## config.mk

```make
export PLATFORM = sky130hd
export DESIGN_NAME = prio_stream_arb
export DESIGN_NICKNAME = d
export VERILOG_FILES = /design/src/rtl/prio_stream_arb.sv
export SDC_FILE = /design/constraint.sdc
export NUM_CORES = 1
export LEC_CHECK = 0
export CAP_MARGIN = 20
export CORE_UTILIZATION = 50
export DETAILED_ROUTE_END_ITERATION = 16
export MAX_ROUTING_LAYER = met4
export PLACE_DENSITY_LB_ADDON = 0.12
export SETUP_SLACK_MARGIN = 0.1
export SLEW_MARGIN = 20
export SYNTH_ARGS = -nofsm -noshare
export SYNTH_HDL_FRONTEND = slang
export SYNTH_SLANG_ARGS = --single-unit
```

## constraint.sdc

```tcl
create_clock -name clk -period 4.9 [get_ports clk]
set_clock_uncertainty 0.1 [all_clocks]
set_input_delay 1.225 -clock clk [delete_from_list [all_inputs] [get_ports clk]]
set_output_delay 1.225 -clock clk [all_outputs]
set_load 0.05 [all_outputs]
```

## src/rtl/prio_stream_arb.sv

```systemverilog
// rtl/prio_stream_arb.sv - registered fixed-priority / round-robin arbiter selecting the memory block feeding the merged stream
module prio_stream_arb #(
   parameter int NCH     = 12,
   parameter int SELW    = 4,
   parameter int RR_MODE = 0,
   parameter int CNTW    = 8
) (
   input  logic            clk,
   input  logic            reset,
   input  logic            first_dat,
   input  logic [NCH-1:0]  has_dat,
   input  logic            advance,
   output logic [NCH-1:0]  sel_oh,
   output logic [SELW-1:0] sel,
   output logic            grant_vld,
   output logic            none,
   output logic [CNTW-1:0] grant_cnt
);

   // Index width just wide enough to address has_dat.
   localparam int IDXW = (NCH > 1) ? $clog2(NCH) : 1;
   // Pointer restarts at the last channel so channel 0 comes first in RR order.
   localparam logic [SELW-1:0] PTR_INIT = SELW'(NCH - 1);
   localparam logic [NCH-1:0]  ONE_HOT0 = {{(NCH-1){1'b0}}, 1'b1};

   logic [SELW-1:0] ptr;
   logic            win_found;
   logic [SELW-1:0] win_idx;
   logic            granted_live;
   logic            arb;
   int              cand;
   logic [IDXW-1:0] cidx;

   // Decide whether this cycle re-arbitrates: no grant, consumer moved on, or granted block ran dry.
   always_comb begin
      granted_live = |(has_dat & sel_oh);
      arb          = !grant_vld || advance || !granted_live;
   end

   // Winner search; loops run from lowest to highest priority so the last hit is the winner.
   always_comb begin
      win_found = 1'b0;
      win_idx   = '0;
      cand      = 0;
      cidx      = '0;
      if (RR_MODE == 0) begin
         for (int i = NCH - 1; i >= 0; i--) begin
            cidx = IDXW'(i);
            if (has_dat[cidx]) begin
               win_found = 1'b1;
               win_idx   = SELW'(i);
            end
         end
      end else begin
         // k = NCH is the pointer itself: the current holder is only eligible after everyone else.
         for (int k = NCH; k >= 1; k--) begin
            cand = int'(ptr) + k;
            if (cand >= NCH) begin
               cand = cand - NCH;
            end
            cidx = IDXW'(cand);
            if (has_dat[cidx]) begin
               win_found = 1'b1;
               win_idx   = SELW'(cand);
            end
         end
      end
   end

   // Grant register: reset, then event restart, then arbitration; otherwise everything holds.
   always_ff @(posedge clk) begin
      if (reset) begin
         sel_oh    <= '0;
         sel       <= '0;
         grant_vld <= 1'b0;
         none      <= 1'b1;
         grant_cnt <= '0;
         ptr       <= PTR_INIT;
      end else if (first_dat) begin
         sel_oh    <= '0;
         sel       <= '1;
         grant_vld <= 1'b0;
         none      <= 1'b1;
         grant_cnt <= '0;
         ptr       <= PTR_INIT;
      end else if (arb) begin
         if (win_found) begin
            sel_oh    <= ONE_HOT0 << win_idx;
            sel       <= win_idx + SELW'(1);
            grant_vld <= 1'b1;
            none      <= 1'b0;
            ptr       <= win_idx;
            if (grant_cnt != {CNTW{1'b1}}) begin
               grant_cnt <= grant_cnt + CNTW'(1);
            end
         end else begin
            sel_oh    <= '0;
            sel       <= '0;
            grant_vld <= 1'b0;
            none      <= 1'b1;
         end
      end
   end

endmodule

```

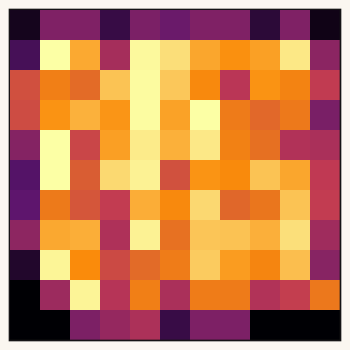
**Above:** cell area per tile.
Scale: 6 px per um. The die is cut into 11 by 11 equal tiles; black is low, pale yellow is high, 0 to 100% covered.
nearly empty tiles: 5.0%
tiles over 75% full: 36%
mean over tiles: 61%
fullest tile: 100%
Core Density at Floorplan: 54.6%
post-layout util: 72.7%

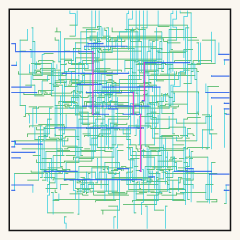
**Above:** routed metal, one colour a layer.
Scale: 4 px per um.
legend:
  M4:
    colour: magenta
    wire_length: 44.9 um
  M1:
    colour: green
    wire_length: 1,650 um
  M3:
    colour: blue
    wire_length: 252 um
  M2:
    colour: cyan
    wire_length: 1,900 um
WL final: 3850 um
gr usage total: 28.2%
DR WL/cell: 15.8 um
via count: 1,493

==> results.cfg <==
; generated from flow reports
[cts]
cts_tree = done
cts_buffers = 3
clockBufferDepth = 2
cts_root_buf = clkbuf_4
clk_pin_slew_ps = 140
clk_latency_ps = 330
cts_hold_buffers = 0

[power_and_ir_drop]
p_clk_share_pct = 33.6
switching_share_pct = 26.5
power_density_nw_per_um2 = 240
p_sw_mw = 0.119
p_comb_mw = 0.0773
clock_net_power_mw = 0.151
p_leak_nw = 0.671
seqPwrFrac_pct = 49.2

[global_routing]
use_met2_pct = 44.0
grt_pass1_vias = 1271
grt-busiest-layer = met2
grt_max_degree = 31
grt_pass1_wl_um = 5930
met1_usage_pct = 37.9

[yosys]
top_cells_by_area = dfxtp_1 (37%), a21oi_1 (6.8%), nand2_1 (6.4%), nand3_1 (5.4%), ha_1 (4.5%)
yosysSeqAreaShare_pct = 37.1
async_reset_ff_share_pct = 0
edf_count = 0
ys_warn_count = 0
synth_cells = 176
top_cell_area_share_pct = 37.1
yosys_area_um2 = 1400
synthTopLogicFamily = simple AND/OR/NAND/NOR gates
yosys.cell_types.count = 40

[critical_path]
cp_cell_sequence = clkdlybuf4s50_1 > a22oi_1 > nand2_1 > o31a_1 > or4_1 > a21oi_1
slowest_stage = or4_1
path_buffers = 1
crit_type = primary input to flip-flop
critPathLaunch = has_dat[0]
cp.arrival_ps = 3590
reg2reg_to = grant_cnt[4]
crit_path_end = grant_cnt[4]
setup.worst_path.start_class = primary input
cp.required_ps = 5070

[sta]
rsz0062_at_grt = no
setup_viol = 0
hold_viol = 0
fin_crit_ps = 3420
setup_tns_ps = 0
timing.final.crit_share_pct = 69.8
setup_slack_ps = 1480
holdWs_ps = 365
worstMarginPinSlew_ps = 1050

[min_path]
hold_path_end = none
hold-path-cell-count = 2

[detailed_routing]
met2_length_um = 1900
drtIter0Drc = 58
highest_layer = met4
wl_met3_um = 251
drt-met1-wl_um = 1650

[layout]
flops = 26
clock_area_share_pct = 2.82
n_antenna_cell = 0
largest_class = combinational gates
final_common_cell = clkdlybuf4s50_1
most-common-layout-cells = clkdlybuf4s50_1 (41), dfxtp_1 (26), nand2_1 (24), a21oi_1 (19), nand3_1 (15)
buffers = 42
area_delta_synth_final_pct = 33.1
fillers = 203
nClkBuffers = 3
seq_share_pct = 27.9
drive_above_1_share_pct = 6.10
largestRegisters = sel_oh: 12 flops, grant_cnt: 8 flops, sel: 4 flops
flop_area_um2 = 520
comb_area_um2 = 816
finalNetCount = 235
comb_area_share_pct = 43.7

[status]
status = complete, no violations

[place]
dpl_cell_area_um2 = 1810
dp.cells = 239
hpwl_um = 2840

[floorplan]
core_um2 = 2570
